### Selected gate families, run 1

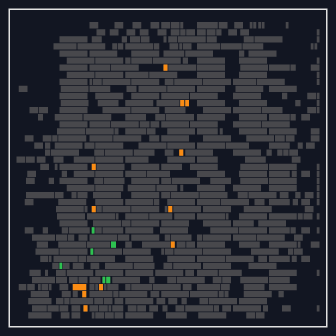
### Met2 routing, run 1

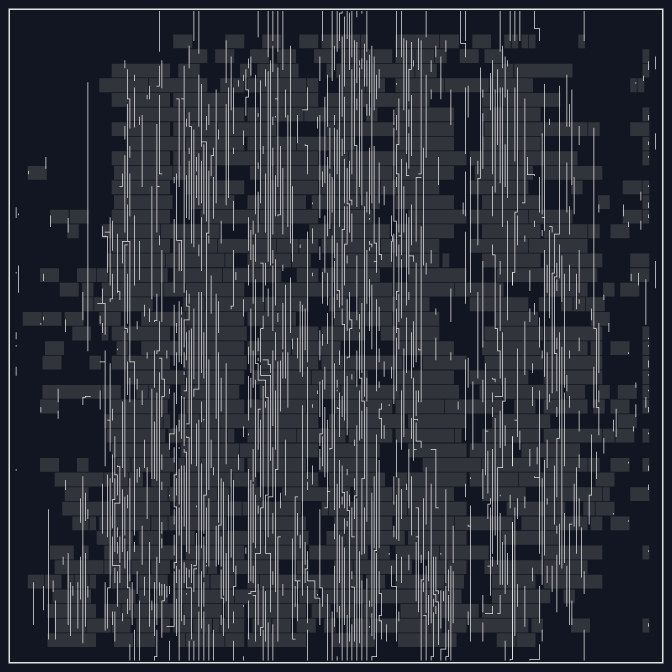
### Placed standard cells, run 1

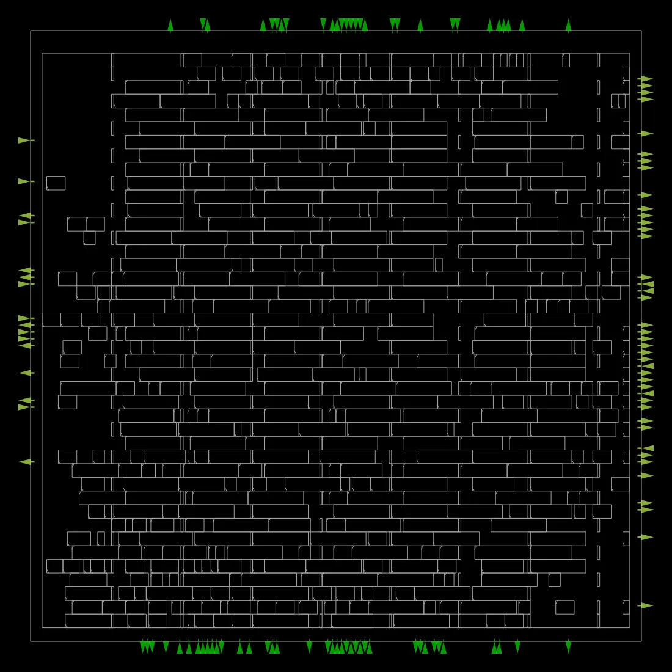
### Clock wires, drivers and flops, run 1

The bar under the picture is 20 um long.
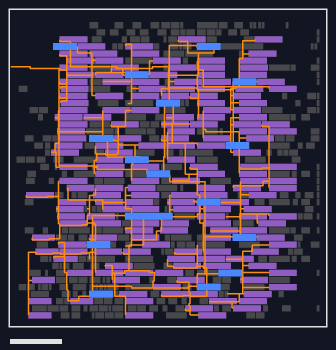
## src/rtl/store_align_buffer.sv

```systemverilog
// store_align_buffer: aligns RISC-V SB/SH/SW stores to word lanes and queues byte-strobed word writes
// Optional feature macro STORE_MISALIGN_SPLIT_EN: split a misaligned SH/SW into two word writes.
// Ports:
//    clk, reset        clock, asynchronous active-high reset
//    st_valid/st_ready store handshake; st_addr byte address, st_data rs2 value, st_funct3 size
//    mem_valid/mem_ready head-entry handshake; mem_waddr word-aligned byte address,
//                      mem_wdata lane-aligned data, mem_wr byte strobes
//    sb_count, sb_empty occupancy; st_fault one-cycle pulse for a dropped store
module store_align_buffer #(
   parameter int DM_ADDRESS = 9,
   parameter int DATA_W = 32,
   parameter int SB_DEPTH = 4
) (
   input  logic clk,
   input  logic reset,
   input  logic st_valid,
   output logic st_ready,
   input  logic [DM_ADDRESS-1:0] st_addr,
   input  logic [DATA_W-1:0] st_data,
   input  logic [2:0] st_funct3,
   output logic mem_valid,
   input  logic mem_ready,
   output logic [31:0] mem_waddr,
   output logic [31:0] mem_wdata,
   output logic [3:0] mem_wr,
   output logic [$clog2(SB_DEPTH+1)-1:0] sb_count,
   output logic sb_empty,
   output logic st_fault
);
   localparam int AW = $clog2(SB_DEPTH);
   localparam int CW = $clog2(SB_DEPTH+1);
   localparam int WW = DM_ADDRESS-2;
   typedef enum logic {IDLE, SPLIT_HI} state_t;
   state_t state_q, state_d;
   logic [WW-1:0] widx_q [SB_DEPTH];
   logic [31:0] data_q [SB_DEPTH];
   logic [3:0] strb_q [SB_DEPTH];
   logic [AW-1:0] rd_q, wr_q;
   logic [CW-1:0] count_q, count_d;
   logic fault_q, fault_d;
   logic full, accept, push, pop;
   logic [WW-1:0] push_widx, word;
   logic [31:0] push_data, al_data;
   logic [3:0] push_strb, al_strb;
   logic [1:0] off;
   logic is_sb, is_sh, is_sw, aligned;
   assign off = st_addr[1:0];
   assign word = st_addr[DM_ADDRESS-1:2];
   assign is_sb = st_funct3 == 3'b000;
   assign is_sh = st_funct3 == 3'b001;
   assign is_sw = st_funct3 == 3'b010;
   assign aligned = is_sb || (is_sh && !off[0]) || (is_sw && off == 2'd0);
   assign al_strb = is_sb ? 4'b0001 << off : is_sh ? 4'b0011 << off : 4'b1111;
   assign al_data = is_sb ? {4{st_data[7:0]}} : is_sh ? {2{st_data[15:0]}} : st_data[31:0];
   assign full = count_q == CW'(SB_DEPTH);
   assign mem_valid = count_q != '0;
   assign pop = mem_valid && mem_ready;
   assign count_d = count_q + CW'(push) - CW'(pop);
   assign mem_wr = mem_valid ? strb_q[rd_q] : 4'd0;
   assign mem_wdata = mem_valid ? data_q[rd_q] : 32'd0;
   assign mem_waddr = mem_valid ? 32'({widx_q[rd_q], 2'b00}) : 32'd0;
   assign sb_count = count_q;
   assign sb_empty = count_q == '0;
   assign st_fault = fault_q;
`ifdef STORE_MISALIGN_SPLIT_EN
   logic [63:0] split_data;
   logic [7:0] split_strb;
   logic [WW-1:0] hi_widx_q;
   logic [31:0] hi_data_q;
   logic [3:0] hi_strb_q;
   assign split_data = {32'd0, st_data[31:0]} << {off, 3'b000};
   assign split_strb = {4'd0, is_sh ? 4'b0011 : 4'b1111} << off;
   // high half is only ever consumed from SPLIT_HI, so it needs no reset
   always_ff @(posedge clk)
      if (accept && !aligned) begin
         hi_widx_q <= word + WW'(1);
         hi_data_q <= split_data[63:32];
         hi_strb_q <= split_strb[7:4];
      end
`endif
   always_comb begin
      state_d = state_q;
      fault_d = 1'b0;
      push = 1'b0;
      push_widx = word;
      push_data = al_data;
      push_strb = al_strb;
      st_ready = state_q == IDLE && !full;
      accept = st_valid && st_ready;
`ifdef STORE_MISALIGN_SPLIT_EN
      if (state_q == SPLIT_HI) begin
         push = !full;
         push_widx = hi_widx_q;
         push_data = hi_data_q;
         push_strb = hi_strb_q;
         state_d = full ? SPLIT_HI : IDLE;
      end else if (accept && !aligned && (is_sh || is_sw)) begin
         push = 1'b1;
         push_data = split_data[31:0];
         push_strb = split_strb[3:0];
         // an SH at offset 1 still fits one word and needs no second write
         state_d = split_strb[7:4] != 4'd0 ? SPLIT_HI : IDLE;
      end else
`endif
      if (accept) begin
         push = aligned;
         fault_d = !aligned;
      end
   end
   always_ff @(posedge clk)
      if (push) begin
         widx_q[wr_q] <= push_widx;
         data_q[wr_q] <= push_data;
         strb_q[wr_q] <= push_strb;
      end
   always_ff @(posedge clk or posedge reset)
      if (reset) begin
         state_q <= IDLE;
         rd_q <= '0;
         wr_q <= '0;
         count_q <= '0;
         fault_q <= 1'b0;
      end else begin
         state_q <= state_d;
         rd_q <= rd_q + AW'(pop);
         wr_q <= wr_q + AW'(push);
         count_q <= count_d;
         fault_q <= fault_d;
      end
endmodule

```

## config.mk

```make
export PLATFORM = sky130hd
export DESIGN_NAME = store_align_buffer
export DESIGN_NICKNAME = d
export VERILOG_FILES = /design/src/rtl/store_align_buffer.sv
export SDC_FILE = /design/constraint.sdc
export NUM_CORES = 1
export LEC_CHECK = 0
export CAP_MARGIN = 20
export CORE_MARGIN = 2
export CORE_UTILIZATION = 55
export DETAILED_ROUTE_END_ITERATION = 7
export PLACE_DENSITY = 0.84
export SLEW_MARGIN = 20
export SYNTH_ARGS = -nofsm -noshare
export SYNTH_HDL_FRONTEND = slang
export SYNTH_SLANG_ARGS = --single-unit
```

## constraint.sdc

```tcl
create_clock -name clk -period 6.9 [get_ports clk]
set_clock_uncertainty 0.1 [all_clocks]
set_input_delay 1.38 -clock clk [delete_from_list [all_inputs] [get_ports clk]]
set_output_delay 1.38 -clock clk [all_outputs]
set_load 0.005 [all_outputs]
```

==> results_slide.txt, run 1 <==
Implementation Results

Placement
  • Gpl congestion: roughly 0.73
  • Inst Count DP: 655

Cells and area
  • Fin area: roughly 9300 um^2
  • Logic area: about 2000 um^2
  • Non-CTS inverters: 9
  • Final non-clock buffer share: 10.92%
  • NumNets Final: 555
  • Top class by area: sequential cells
  • Top cells excl fill/tap: edfxtp_1 (172), clkdlybuf4s50_1 (97), nor2b_1 (45), mux4_2 (43), conb_1 (25)
  • Clk cell area share: 7.181%
  • Multi-input gates: around 190
  • Non-clock buffers: approximately 100

Drt
  • WL met2: ~7800 um
  • Iter 0 DRT Violations: between 300 and 400

Synth
  • Post-synthesis sequential area ratio: a little over two thirds
  • Gate Count Post-Synth: 395
  • XOR-XNOR Cells, Area Fraction: 0.4617%
  • Syn. warnings: 0
  • Multiplexer share: roughly 16%
  • Post-synth regs: ~180
  • Avg Cell Area, Syn: 19.21 um^2
  • Most common reg cell: edfxtp_1
  • Post-Synth Simple-Gate Area: under 10%
  • Cell area leaders: edfxtp_1 (68%), mux4_2 (13%), nor2b_1 (3.7%), dfrtp_1 (2.6%), buf_4 (2.6%)
  • Fraction of the mapped netlist area in compound gates: 0.9233%

Clocking
  • Sinks on Clock Net: roughly 180
  • Max H-tree Level: 4
  • Maximum root-to-sink buffer count: 2
  • Skew-Pair Late Insertion Delay: about 0.43 ns

Worst setup path
  • Worst path buffer plus inverter count: 1
  • Crit path depth: 3
  • CP startpoint: rd_q[0]

Die
  • Top Ports: 123
  • Die height: 121.5 um

Global route
  • Vias in the first global route: 4018
  • Met3 Usage GRT: approximately 5.8%
  • Total GRT Usage: 21.79%

Run status
  • Status: completed

Hold path
  • Hold endpoint: sb_count[2]
Back to the opening pictures, 'Selected gate families':
- nand cells: green (cells 6; where south-west)
- aoi and oai cells: orange (cells 12)
dominant logic cell type in the layout: edfxtp_1
Final Non-Filler Cells: 686

Back to the opening pictures, 'Met2 routing':
- main direction: vertical
- share of all routed wire: 52%
- nets with wire on the layer: 502
- longest straight run: 50.0 um
- wire length on this layer: 7770 um
met2 usage: 35.81%
vias: 3822
WL final: 14960 um

Back to the opening pictures, 'Placed standard cells':
flop share of the area: 57.72%
Flop Count: 180

Back to the opening pictures, 'Clock wires, drivers and flops':
- clock wires: orange (length 1860 um)
- clock drivers: blue (count 17)
- flip-flops: purple (count 180)
- routed clock nets: 18

### Cell classes on the final placement, run 1

The bar under the picture is 20 um long.
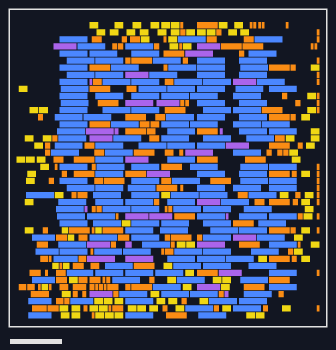

==> run 1 -> run 2 <==
Settings changed: CORE_UTILIZATION 55 to 53, PLACE_DENSITY 0.84 to 0.81.
Clock period 6.9 ns to 4 ns, I/O delays scaled along.
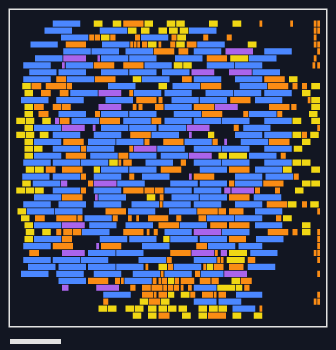
*Cell classes on the final placement, run 2*
The bar under the picture is 20 um long.
- remaining buffers and delay cells: yellow (cells 109; share of their area 12%)
- sequential cells: blue (cells 180; share of their area 59%)
- clock drivers and dummy loads: purple (cells 32; share of their area 6.1%)
- combinational and other logic: orange (cells 196; share of their area 23%)

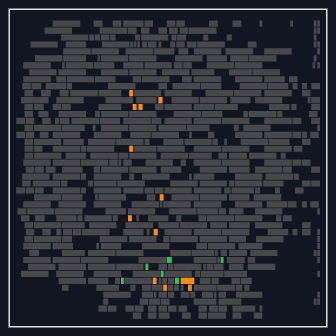
*Selected gate families, run 2*
logic share of the area: 21.62%
Final Non-Filler Cells: 697

==> run 2 against run 1 <==
- area after synthesis is the same
- die area grew 3.6%
- register-to-register slack worse by 3.0 ns
- synthesized cell count did not move
- worst hold slack better by 0.049 ns
- via count grew 0.29%
==> results_slide.txt, run 2 <==
Implementation Results

Run status
  • Status: completed

Synth
  • Count of cell types in the netlist: 31
  • Post-synth regs: 180 (unchanged)
  • Fraction of the mapped netlist area in compound gates: 0.9233% (unchanged)
  • Leading area contributor after synthesis: edfxtp_1
  • Avg Cell Area, Syn: 19.21 um^2 (unchanged)
  • Post-synthesis sequential area ratio: 70.70% (unchanged)
  • Post-Synth Simple-Gate Area: 5.474% (unchanged)
  • Syn. warnings: 0 (unchanged)
  • Gate Count Post-Synth: 395 (unchanged)
  • Cell area leaders: edfxtp_1 (68%), mux4_2 (13%), nor2b_1 (3.7%), dfrtp_1 (2.6%), buf_4 (2.6%)
  • Most common reg cell: edfxtp_1
  • XOR-XNOR Cells, Area Fraction: 0.4617% (unchanged)

Drt
  • WL final: 14410 um (-3.7%)
  • Vias: 3833 (+0.29%)
  • WL met2: 7163 um (-7.8%)
  • Iter 0 DRT Violations: 373 (+14%)

Cells and area
  • Dominant logic cell type in the layout: edfxtp_1
  • Flop Count: 180 (unchanged)
  • Top class by area: sequential cells
  • Flop share of the area: 57.63% (-0.085 points)
  • NumNets Final: 561 (+1.1%)
  • Non-clock buffers: 109 (+5.8%)
  • Top cells excl fill/tap: edfxtp_1 (172), clkdlybuf4s50_1 (97), nor2b_1 (45), mux4_2 (43), conb_1 (25)
  • Logic area: 2014 um^2 (+0.94%)
  • Fin area: 9318 um^2 (+0.15%)
  • Final non-clock buffer share: 12.06% (+1.1 points)
  • Multi-input gates: 187 (unchanged)
  • Non-CTS inverters: 9 (unchanged)
  • Clk cell area share: 5.908% (-1.3 points)

Job
  • Max-Cap Viols: 0

Worst setup path
  • Slowest stage delay, CP: around 0.76 ns
  • Critical Path Sink: mem_wdata[14]
  • CP startpoint: rd_q[0]
  • Reg2Reg Setup Slack: 1.26 ns
  • Crit path depth: 4 (+1)
  • Worst path buffer plus inverter count: 2 (+1)

Clocking
  • CTS tree: yes
  • Root buffer cell: clkbuf_16
  • Setup bufs post-CTS: 0
  • Hold buffers post-CTS: 0
  • Skew-Pair Late Insertion Delay: 0.42 ns (about the same)
  • Sinks on Clock Net: 180 (unchanged)
  • Maximum root-to-sink buffer count: 2 (unchanged)

Global route
  • Met2 usage: 31.59% (-4.2 points)
  • Total GRT Usage: 20.38% (-1.4 points)
  • First-pass GRT wire length: between 20000 and 25000 um
  • Initial antenna violation count: 0
  • Vias in the first global route: 3916 (-2.5%)
  • Met3 Usage GRT: 4.487% (-1.3 points)

Die
  • Die height: 123.7 um (+1.8%)
  • Top Ports: 123 (unchanged)

Placement
  • Inst Count DP: 665 (+1.5%)
  • Gpl congestion: 0.7535 (+3.8%)

Timing
  • Fin. max-slew vios: 0
  • Worst hold margin: between 0.5 and 0.6 ns
### Clock wires, drivers and flops, run 2

The bar under the picture is 20 um long.
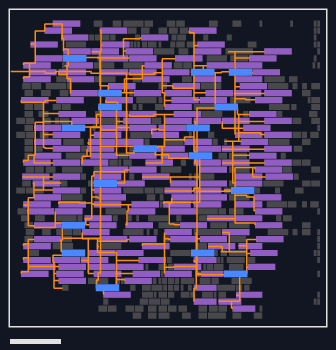

==> run 2 -> run 3 <==
--- a/config.mk
+++ b/config.mk
@@ -10,5 +10,6 @@
 export CORE_UTILIZATION = 53
 export DETAILED_ROUTE_END_ITERATION = 7
-export PLACE_DENSITY = 0.81
+export PLACE_DENSITY_LB_ADDON = 0.15
+export REMOVE_ABC_BUFFERS = 1
 export SLEW_MARGIN = 20
 export SYNTH_ARGS = -nofsm -noshare
==> constraint.sdc (replaced) <==
create_clock -name clk -period 4 [get_ports clk]
set_clock_uncertainty 0.1 [all_clocks]
set_input_delay 0.8 -clock clk [delete_from_list [all_inputs] [get_ports clk]]
set_output_delay 0.8 -clock clk [all_outputs]
set_load 0.1 [all_outputs]
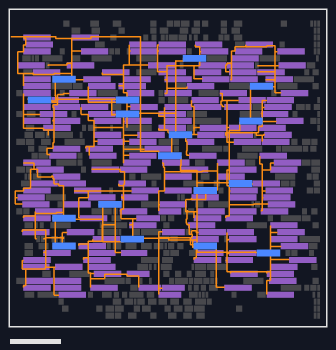
*Clock wires, drivers and flops, run 3*
The bar under the picture is 20 um long.
Skew-Pair Late Insertion Delay: 0.42 ns

==> run 3 against run 2 <==
- area after synthesis unchanged
- critical path type unchanged
- count of clock-buffer cells in the layout unchanged
- die area unchanged
- fmax increased by 6.9%
- synthesized cell count unchanged
- wire length decreased by 4.0%
==> results_slide.txt, run 3 <==
Implementation Results

Cells and area
  • Top cells excl fill/tap: edfxtp_1 (172), buf_4 (57), clkdlybuf4s50_1 (53), nor2b_1 (45), mux4_2 (43)
  • Dominant logic cell type in the layout: edfxtp_1
  • Multi-input gates: 187 (unchanged)
  • Top class by area: sequential cells
  • Fin area: 9180 um^2 (-1.5%)
  • NumNets Final: 563 (+0.36%)
  • Non-CTS inverters: 9 (unchanged)
  • Final Non-Filler Cells: 700 (+0.43%)
  • Clk cell area share: 6.256% (+0.35 points)
  • Flop share of the area: 58.50% (+0.86 points)
  • Logic share of the area: 21.74% (+0.12 points)
  • Non-clock buffers: 111 (+1.8%)
  • Max reg flops: approximately 130
  • Logic area: 1996 um^2 (-0.93%)
  • Final non-clock buffer share: 10.66% (-1.4 points)

Worst setup path
  • Crit path depth: 3 (-1)
  • CP startpoint: rd_q[0]
  • Slowest stage delay, CP: 1.04 ns (+0.28 ns)
  • Worst path buffer plus inverter count: 1 (-1)
  • Critical Path AT: 2.52 ns
  • Critical Path Sink: mem_wdata[12]
  • Crit Reg-Reg Startpoint: sb_count[2]
  • Reg2Reg Setup Slack: 1.12 ns (-0.14 ns)

Drt
  • WL met2: 7194 um (+0.43%)
  • WL final: 13840 um (-4.0%)
  • Iter 0 DRT Violations: 230 (-38%)
  • Vias: 3821 (-0.31%)

Synth
  • Gate Count Post-Synth: 395 (unchanged)
  • Post-synth regs: 180 (unchanged)
  • Most common cell in the synthesized netlist: edfxtp_1
  • Fraction of the mapped netlist area in compound gates: 0.9233% (unchanged)
  • Syn. warnings: 0 (unchanged)
  • Post-Synth Simple-Gate Area: 5.474% (unchanged)
  • Most common reg cell: edfxtp_1
  • Avg Cell Area, Syn: 19.21 um^2 (unchanged)
  • XOR-XNOR Cells, Area Fraction: 0.4617% (unchanged)
  • Count of cell types in the netlist: 31 (unchanged)
  • EDFF count, synth: 172
  • Leading area contributor after synthesis: edfxtp_1
  • Cell area leaders: edfxtp_1 (68%), mux4_2 (13%), nor2b_1 (3.7%), dfrtp_1 (2.6%), buf_4 (2.6%)
  • Post-synthesis sequential area ratio: 70.70% (unchanged)

Timing
  • FMAX: about 290 MHz
  • Worst hold margin: 0.4694 ns (-0.05842 ns)
  • Fin. max-slew vios: 0 (unchanged)

Clocking
  • Setup bufs post-CTS: 0 (unchanged)
  • Sinks on Clock Net: 180 (unchanged)
  • Num CTS Buffers: 17
  • Hold buffers post-CTS: 0 (unchanged)
  • CTS tree: yes
  • Root buffer cell: clkbuf_16
  • Maximum root-to-sink buffer count: 2 (unchanged)

Die
  • Die ar.: 15290 um^2
  • Die height: 123.7 um (unchanged)
  • Top Ports: 123 (unchanged)
  • Core Rows: roughly 43

Global route
  • Met2 usage: 33.79% (+2.2 points)
  • Total GRT Usage: 19.69% (-0.69 points)
  • Initial antenna violation count: 1 (+1)
  • Vias in the first global route: 3773 (-3.7%)
  • Met3 Usage GRT: 5.403% (+0.92 points)
  • First-pass GRT wire length: 20980 um (-5.5%)

Hold path
  • HP Class: register to register

Run status
  • Status: completed

Placement
  • Inst Count DP: 667 (+0.30%)
  • Gpl congestion: 0.7570 (+0.46%)

Job
  • Max-Cap Viols: 0 (unchanged)
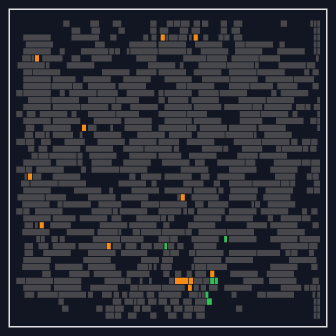
*Selected gate families, run 3*
- nand cells: green (cells 6)
- aoi and oai cells: orange (cells 12)

